## src/rtl/demux32_1to4_stream_if.sv

```systemverilog
// Stream bundle for the 1:4 word demux: one upstream port, four downstream slots.
// Count lanes exist only when DEMUX_CNT_EN is defined.
interface demux32_1to4_stream_if #(
    parameter int WIDTH = 32
);
    logic [WIDTH-1:0]      in_data;
    logic                  in_valid;
    logic                  in_ready;
    logic [1:0]            sel;
    logic [3:0][WIDTH-1:0] out_data;
    logic [3:0]            out_valid;
    logic [3:0]            out_ready;
`ifdef DEMUX_CNT_EN
    logic [3:0][15:0]      count;
`endif

    modport master (
        output in_data, in_valid, sel, out_ready,
`ifdef DEMUX_CNT_EN
        input  count,
`endif
        input  in_ready, out_data, out_valid
    );

    modport slave (
        input  in_data, in_valid, sel, out_ready,
`ifdef DEMUX_CNT_EN
        output count,
`endif
        output in_ready, out_data, out_valid
    );
endinterface

```

## src/rtl/demux32_1to4_stream.sv

```systemverilog
// Routes one word stream to four destinations, each with a one-entry holding slot.
// Define DEMUX_CNT_EN to add per-slot 16-bit delivered-word counters.
module demux32_1to4_stream #(
    parameter int WIDTH = 32
) (
    input  logic                    clk,
    input  logic                    rst,
    demux32_1to4_stream_if.slave    bus
);
    logic [3:0]            valid_q;
    logic [3:0][WIDTH-1:0] data_q;
    logic [3:0]            deliver;
    logic [3:0]            load;
    logic                  accept;

    // A full slot can be refilled in the same cycle it drains.
    always_comb begin
        deliver = valid_q & bus.out_ready;
        accept  = rst && (!valid_q[bus.sel] || bus.out_ready[bus.sel]);
        load    = '0;
        if (bus.in_valid && accept) begin
            load[bus.sel] = 1'b1;
        end
    end

    always_ff @(posedge clk) begin
        if (!rst) begin
            valid_q <= '0;
            data_q  <= '0;
        end else begin
            for (int k = 0; k < 4; k++) begin
                if (load[k]) begin
                    data_q[k]  <= bus.in_data;
                    valid_q[k] <= 1'b1;
                end else if (deliver[k]) begin
                    valid_q[k] <= 1'b0;
                end
            end
        end
    end

    assign bus.in_ready  = accept;
    assign bus.out_valid = valid_q;
    assign bus.out_data  = data_q;

`ifdef DEMUX_CNT_EN
    logic [3:0][15:0] cnt_q;

    always_ff @(posedge clk) begin
        if (!rst) begin
            cnt_q <= '0;
        end else begin
            for (int k = 0; k < 4; k++) begin
                if (deliver[k]) begin
                    cnt_q[k] <= cnt_q[k] + 16'd1;
                end
            end
        end
    end

    assign bus.count = cnt_q;
`endif
endmodule

```

## src/flat_wrapper.sv

```systemverilog
// flat-port wrapper written by rule: the top's interface ports become plain ports
module demux32_1to4_stream_flat 
#(
    parameter int WIDTH = 32
)
  (clk, rst, bus_in_data, bus_in_valid, bus_sel, bus_out_ready, bus_in_ready, bus_out_data, bus_out_valid);
  demux32_1to4_stream_if #(.WIDTH(WIDTH)) bus_i ();
  input  logic clk;
  input  logic rst;
  input wire logic [$bits(bus_i.in_data)-1:0] bus_in_data;
  input wire logic [$bits(bus_i.in_valid)-1:0] bus_in_valid;
  input wire logic [$bits(bus_i.sel)-1:0] bus_sel;
  input wire logic [$bits(bus_i.out_ready)-1:0] bus_out_ready;
  output wire logic [$bits(bus_i.in_ready)-1:0] bus_in_ready;
  output wire logic [$bits(bus_i.out_data)-1:0] bus_out_data;
  output wire logic [$bits(bus_i.out_valid)-1:0] bus_out_valid;
  assign bus_i.in_data = bus_in_data;
  assign bus_i.in_valid = bus_in_valid;
  assign bus_i.sel = bus_sel;
  assign bus_i.out_ready = bus_out_ready;
  assign bus_in_ready = bus_i.in_ready;
  assign bus_out_data = bus_i.out_data;
  assign bus_out_valid = bus_i.out_valid;
  demux32_1to4_stream #(.WIDTH(WIDTH)) u_core (.clk(clk), .rst(rst), .bus(bus_i));
endmodule
```

## config.mk

```make
export PLATFORM = sky130hd
export DESIGN_NAME = demux32_1to4_stream_flat
export DESIGN_NICKNAME = d
export VERILOG_FILES = /design/src/rtl/demux32_1to4_stream_if.sv /design/src/rtl/demux32_1to4_stream.sv /design/src/flat_wrapper.sv
export SDC_FILE = /design/constraint.sdc
export NUM_CORES = 1
export LEC_CHECK = 0
export CORE_ASPECT_RATIO = 0.5
export CORE_MARGIN = 2
export CORE_UTILIZATION = 35
export CTS_BUF_LIST = sky130_fd_sc_hd__clkbuf_4 sky130_fd_sc_hd__clkbuf_8
export DETAILED_ROUTE_END_ITERATION = 8
export PLACE_DENSITY = 0.76
export SKIP_LAST_GASP = 1
export SLEW_MARGIN = 20
export SYNTH_ARGS = -nofsm -noshare
export SYNTH_HDL_FRONTEND = slang
export SYNTH_SLANG_ARGS = --single-unit
```

## constraint.sdc

```tcl
create_clock -name clk -period 1.5 [get_ports clk]
set_input_delay 0.3 -clock clk [delete_from_list [all_inputs] [get_ports clk]]
set_output_delay 0.3 -clock clk [all_outputs]
set_load 0.02 [all_outputs]
```

Fig. 1: run 1, zoomed window
Scale bar: 10 µm. Window x 74 to 99, y 14 to 39 µm. Cells in grey, sequential cells in the stronger grey; small squares are vias.
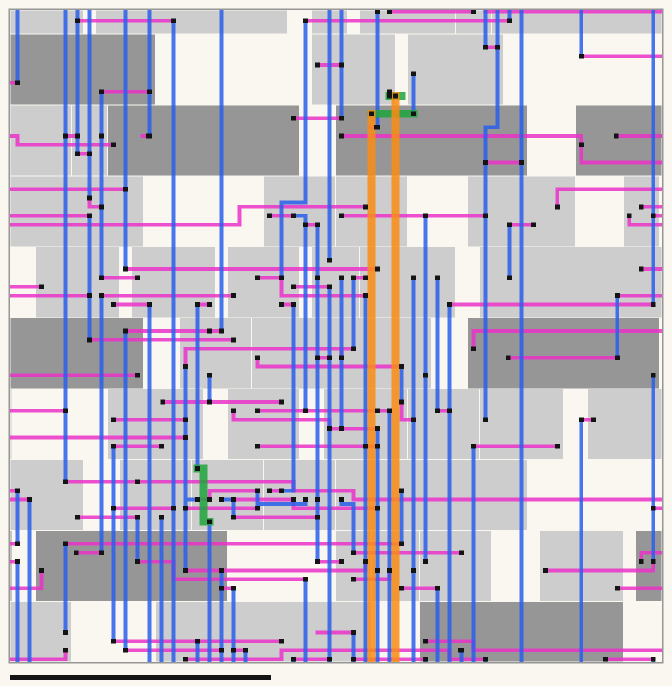
| layer | colour |
|---|---|
| metal 4 | orange |
| metal 1 | magenta |
| metal 3 | green |
| metal 2 | blue |
sequential cells in the window: 7
netlist names of flops here include: u_core.bus.out_data (5), u_core.bus.out_valid (2)
most frequent: dlygate4sd2_1 (6), dfxtp_1 (6), buf_4 (4)
cells with their middle in the window: 40

Fig. 2: run 1, routed clock nets over the placement
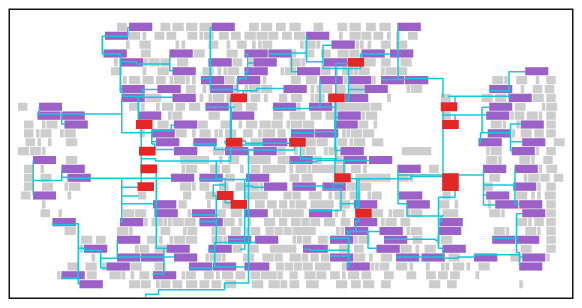
[clock drivers] red | count: 17
[clock wires] cyan | length: 1610 µm
[flip-flops] purple | count: 132
flops lie: spread over the die
routed clock nets: 18

Fig. 3: run 1, cell outlines without signal wires
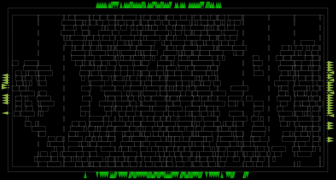
Rows: 30
Util after Layout: 0.531
flop share of the area: 0.364
Finished Layout Cells: 865

==> out/metrics.yaml, run 1 <==
synth:
  ys_warn_count: 0
  ys_sh_xor: 0
  ys_cells: 476
  yosysUniqueCellTypes: 23
  numSynthFlops: 132
  topCombFamilyByArea: "multiplexers"
  fp_nets: 517
  synth_top_cell_by_count: "nand2_1"
  ys_dominant_reg_cell: "dfxtp_1"
  syn-instance-count: 476
  ys_top_cells_by_count: "161 x nand2_1, 132 x dfxtp_1, 128 x mux2i_1"
  yosysSeqAreaShare: 0.533
  synthTopCellsByArea: "dfxtp_1 53%, mux2i_1 26%, nand2_1 12%, buf_6 1.6%, buf_12 1.2%"
  mux_share: 0.264
  syn_area_per_cell_um2: 10.4
  yosys_area_mm2: 0.00495
  top_area_cell: "dfxtp_1"
  synthAdderAreaFrac: 0
  top_area_frac: 0.533
  edf_count: 0
  synth_area_mm2: 0.00495
  postSynth.asyncResetShare: 0
  simple_gate_area_frac: 0.146
  synth.cellmix.compoundShare: 0.00556
clock_tree:
  numCtsBuffers: 17
  hold_buffers: 0
  clkTransAtPathRegs_ps: 80
  htree_levels: 4
  cts_root_buf: "clkbuf_8"
  cts.sinks: 132
  cts_tree: "built"
  clk_latency_ps: 420
  cts.path.max_buffers: 2
pwr:
  power_per_cell_area_mw_per_mm2: 1010
  vdd_drop_max_uv: 517
  p_leak_nw: 3.44
  p_total_w: 0.00733
layout:
  final_common_cell: "nand2_1"
  layout_top_cells: "161 x nand2_1, 130 x dlygate4sd2_1, 129 x dfxtp_1, 128 x mux2i_1, 38 x clkdlybuf4s50_1"
  final_area_mm2: 0.00727
  syn2layout_area_growth_pct: 46.7
  drive_gt1_frac: 0.111
  nNetsFinal: 701
  diodes: 0
run_status:
  violations: "setup timing"
  status: "finished with violations"
die:
  die_w_um: 172
  ios: 174
  fp.dieH_um: 88.1
  fp_util: 0.362
  design.core.area_mm2: 0.0137
  die_area_mm2: 0.0152
final_timing:
  finalHoldViolCount: 0
  fmax_mhz: 526
  rsz0062_at_grt: "true"
  fin_crit_sh: 1.27
  slew_violations: 0
  post-route-min-period_ps: 1900
  skew_ps: 15.1
  setup_ws_ps: -402
  hold_ws_ps: 175
  worstMarginPinSlew_ps: 487
  slew-limit-headroom: 0.676
  final.setup.tns_ps: -448
  setup_viol_count_final: 2
worst_setup_path:
  critPathCapture: "bus_in_ready"
  cp.required_ps: 1200
  r2r_cells: 6
  arrival_ps: 1600
  cp_slowest_stage_delay_ps: 460
  r2r-start: "u_core.bus.out_valid[0]"
  endpoint_kind: "output port"
  crit_type: "input port to output port"
  cp-start-kind: "input port"
  crit_start: "bus_out_ready[3]"
  crit_fanout: 3
  rrSetupSlack_ps: 20
  cp_slowest_cell: "mux4_2"
  path_cells: "clkdlybuf4s50_1, nand2b_4, mux4_2, and2_4, buf_6"
  reg2reg_to: "u_core.bus.out_data[31]"
place:
  hpwlAfterDp_um: 9080
  post-place-ws_ps: -859
  placed_area_mm2: 0.00691
  gp_congestion: 0.834
  port_buffers: 173
  dp_cells: 826
route:
  drtIter0Drc: 132
  ant_nets: 0
  wl_per_cell_um: 15.4
  detail_route.first_pass.iterations: 6
  via_per_inst: 4.55
  drt_wl_total_um: 13300
  drc: 0
  num_vias: 3935
run:
  drv_cap: 0
  warnings: 30
grt:
  grt_max_degree: 121
  antenna_found_initial: 0
  gr-usage-all-layers: 0.173
  gr-total-overflow: 0
  grt_pass1_vias: 3833
  grt_pass1_wl_um: 20200
hold_path:
  hold_class: "input port to register"
run 1: cell families (layout without fill, tap and decap cells):
family / Yosys count / after routing
simple gates: 177 / 177
flops: 132 / 132
buf+inv: 34 / 231
mux: 129 / 129
compound gates: 4 / 4
run 1: where the power goes:
part	switching (W)	internal, W
registers	0.0000394	0.00358
clock network	0.00140	0.00163
logic	0.000370	0.000306
run 1: cell type report:
| cell class | count | area, µm² |
|---|---|---|
| Sequential cell | 132 | 2650 |
| Multi-Input combinational cell | 310 | 2090 |
| Fill cell | 1297 | 6430 |
| Clock inverter | 11 | 126 |
| Timing Repair Buffer | 199 | 1890 |
| Clock buffer | 21 | 283 |
| Tap cell | 192 | 240 |
run 1: worst min path at each step:
stage	depth (start not counted)	endpoint	startpoint	slack, ps
2_1_floorplan	2	u_core.bus.out_valid[2]	bus_sel[1]	460
3_3_place_gp	2	u_core.bus.out_data[12]	u_core.bus.out_data[12]	440
3_5_place_dp	2	u_core.bus.out_data[117]	u_core.bus.out_data[117]	450
4_1_cts	2	u_core.bus.out_valid[0]	rst	160
5_1_grt	2	u_core.bus.out_valid[0]	rst	160
6_report	2	u_core.bus.out_valid[0]	rst	180
run 1: what timing repair did:
action,4_1_cts,5_1_grt
hold endpoints to repair,0,0
cloned,0,2
buffers inserted,0,5
pin swaps,1,1
endpoints found under the setup margin,138,10
gates resized,146,5
run 1: registers in the layout, indices dropped and copies added, names as in the netlist:
register,count
u_core.bus.out_data,128
u_core.bus.out_valid,4
run 1: metal layers:
layer | share of wire | track usage
met5 | 0 | 0
met4 | 0.016 | 0.0680
met3 | 0.026 | 0.0316
met2 | 0.52 | 0.324
met1 | 0.44 | 0.199
run 1: critical path: cells and delay by family:
kind          cells  cell delay (ps)
buf+inv           2              530
simple gates      2              310
mux               1              460
Fig. 4: run 1, gate-type map
Scale bar: 50 µm.
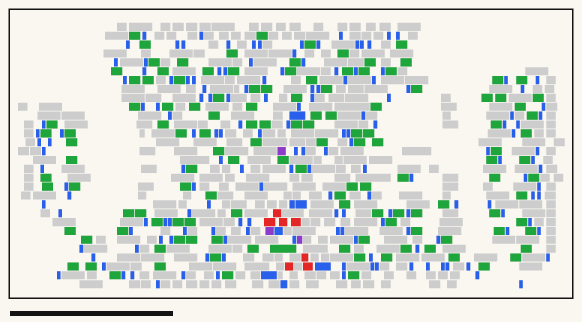

==> inputs of run 2 (changes only) <==
- REMOVE_ABC_BUFFERS: default -> 1
- TNS_END_PERCENT: default -> 5
Fig. 5: run 2, gate-type map
Scale bar: 50 µm.
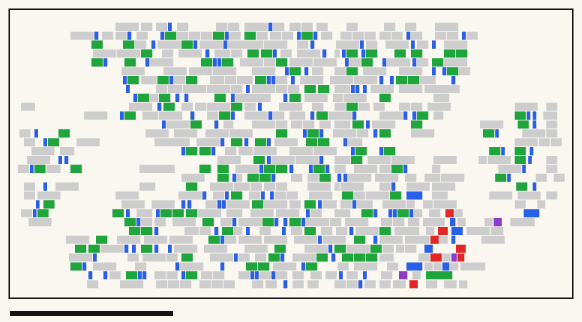
| family | colour | cells | most used |
|---|---|---|---|
| inverting AOI/OAI gates | purple | 3 | a21boi_0 |
| multiplexers | green | 129 | mux2i_1 |
| NAND gates | blue | 168 | nand2_1 |
| AND and OR gates | red | 7 | and3_2 |
Top cell excl fill/tap: nand2_1
Finished Layout Cells: 859
combinational share of cell area: 0.281

Fig. 6: run 2, routed clock nets over the placement
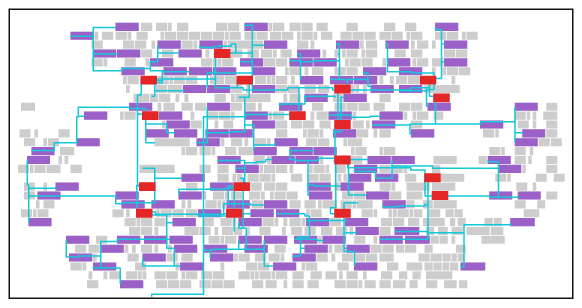
[clock wires] cyan | length: 1660 µm
[flip-flops] purple | count: 132
[clock drivers] red | count: 17
routed clock nets: 18

==> run 2 against run 1 <==
Compared with the run above: the flow still finishes with violations (setup timing); global-route usage up 0.87 points; clock skew fell by 3.8 ps; maximum frequency down 0.14%; via count down 0.10%; final area increased by 2.3%; utilization rose by 1.2 points; hold slack better by 160 ps; power is 6.3% higher; largest cell class unchanged.
==> out/metrics.yaml, run 2 <==
route:
  wl_per_cell_um: 15.9
  via_per_inst: 4.58
  num_vias: 3931
  ant_nets: 0
  detail_route.first_pass.iterations: 4
clock_tree:
  htree_levels: 4
  cts.sinks: 132
  cts_root_buf: "clkbuf_8"
  cts.path.max_buffers: 2
  cts_tree: "built"
  hold_buffers: 0
hold_path:
  min-delay-start: "rst"
  hold_class: "input port to register"
final_timing:
  slew-limit-headroom: 0.562
  skew_ps: 11.3
  final.setup.tns_ps: -22280
  hold_ws_ps: 333
  setup_viol_count_final: 147
  post-route-min-period_ps: 1900
  setup_ws_ps: -404
  slew_violations: 0
  fin_crit_sh: 1.27
  rsz0062_at_grt: "true"
  worstMarginPinSlew_ps: 657
place:
  port_buffers: 173
  placed_area_mm2: 0.00692
  post-place-ws_ps: -906
  hpwlAfterDp_um: 9350
  dp_cells: 827
die:
  ios: 174
  design.core.area_mm2: 0.0137
  die_area_mm2: 0.0152
  fp_util: 0.362
  rows: 30
synth:
  postSynth.asyncResetShare: 0
  edf_count: 0
  syn_area_per_cell_um2: 10.4
  mux_share: 0.264
  synth.cellmix.compoundShare: 0.00556
  syn-instance-count: 476
  yosysUniqueCellTypes: 23
  ys_dominant_reg_cell: "dfxtp_1"
  ys_sh_xor: 0
  top_area_cell: "dfxtp_1"
  synth_area_mm2: 0.00495
  top_area_frac: 0.533
  ys_top_cells_by_count: "161 x nand2_1, 132 x dfxtp_1, 128 x mux2i_1"
  synth_top_cell_by_count: "nand2_1"
layout:
  largest_reg_flops: 128
  drive_gt1_frac: 0.105
  final_core_util: 0.543
pwr:
  p_leak_nw: 3.03
  switching_share: 0.234
  p_clk_frac: 0.443
  p_int_w: 0.00597
  p_total_w: 0.00779
  seqPwrFrac: 0.465
  combPwrFrac: 0.092
worst_setup_path:
  endpoint_kind: "output port"
  crit_fanout: 2
  cp.required_ps: 1200
  crit_type: "input port to output port"
  arrival_ps: 1600
  cp_slowest_cell: "mux4_2"
  cp_slowest_stage_delay_ps: 460
  cp-start-kind: "input port"
grt:
  gr-total-overflow: 0
  gr-usage-all-layers: 0.182
  antenna_found_initial: 0
  grt_pass1_vias: 4047
  grt_max_degree: 154
run_status:
  violations: "setup timing"
  status: "finished with violations"
run:
  drv_cap: 0
==> run 2: cell counts after synthesis <==
No cell type changed its count.
==> run 2: critical path, delay by kind of cell <==
kind	cells	cell delay [ps]
simple gates	2	310
buf+inv	2	530
mux	1	460
==> run 2: final timing paths <==
path                            slack (ps)                       to  depth (start not counted)
worst min register to register         460  u_core.bus.out_data[59]                          2
worst min-delay path                   330  u_core.bus.out_valid[3]                          3
worst max-delay path                  -400             bus_in_ready                          5
worst max register to register         -30  u_core.bus.out_data[22]                          5
==> run 2: area by class of cell <==
type	count	area, µm²
clock buffers	19	255
clock inverters	13	206
fillers	1172	6270
multi-input cells	310	2090
flip-flops and latches	132	2650
well taps	192	240
repair buffers	193	2000
==> run 2: repair_timing <==
| action | in CTS | in global routing |
|---|---|---|
| gates cloned | 0 | 0 |
| gates resized | 23 | 14 |
| pin swaps | 1 | 0 |
| endpoints found under the setup margin | 135 | 220 |
==> run 2: per-layer routing <==
| metal | part of all wire | vias up | wire length, µm | global-route usage |
|---|---|---|---|---|
| met1 | 0.43 | 1901 | 5920 | 0.211 |
| li1 | - | 1925 | - | - |
| met4 | 0.027 | 0 | 367 | 0.0993 |
| met5 | 0 | - | 0 | 0 |
| met2 | 0.51 | 74 | 6900 | 0.320 |
| met3 | 0.032 | 31 | 438 | 0.0389 |
==> run 2: power by group through the flow <==
| stage | registers (W) | clock network, W | logic [W] |
|---|---|---|---|
| floorplan | 0.00380 | 0 | 0.000190 |
| global placement | 0.00370 | 0 | 0.000710 |
| detailed placement | 0.00370 | 0 | 0.000718 |
| CTS | 0.00362 | 0.00351 | 0.000725 |
| global route | 0.00363 | 0.00367 | 0.000765 |
| finish | 0.00362 | 0.00345 | 0.000720 |
Power is estimated from default activity; no workload was simulated.
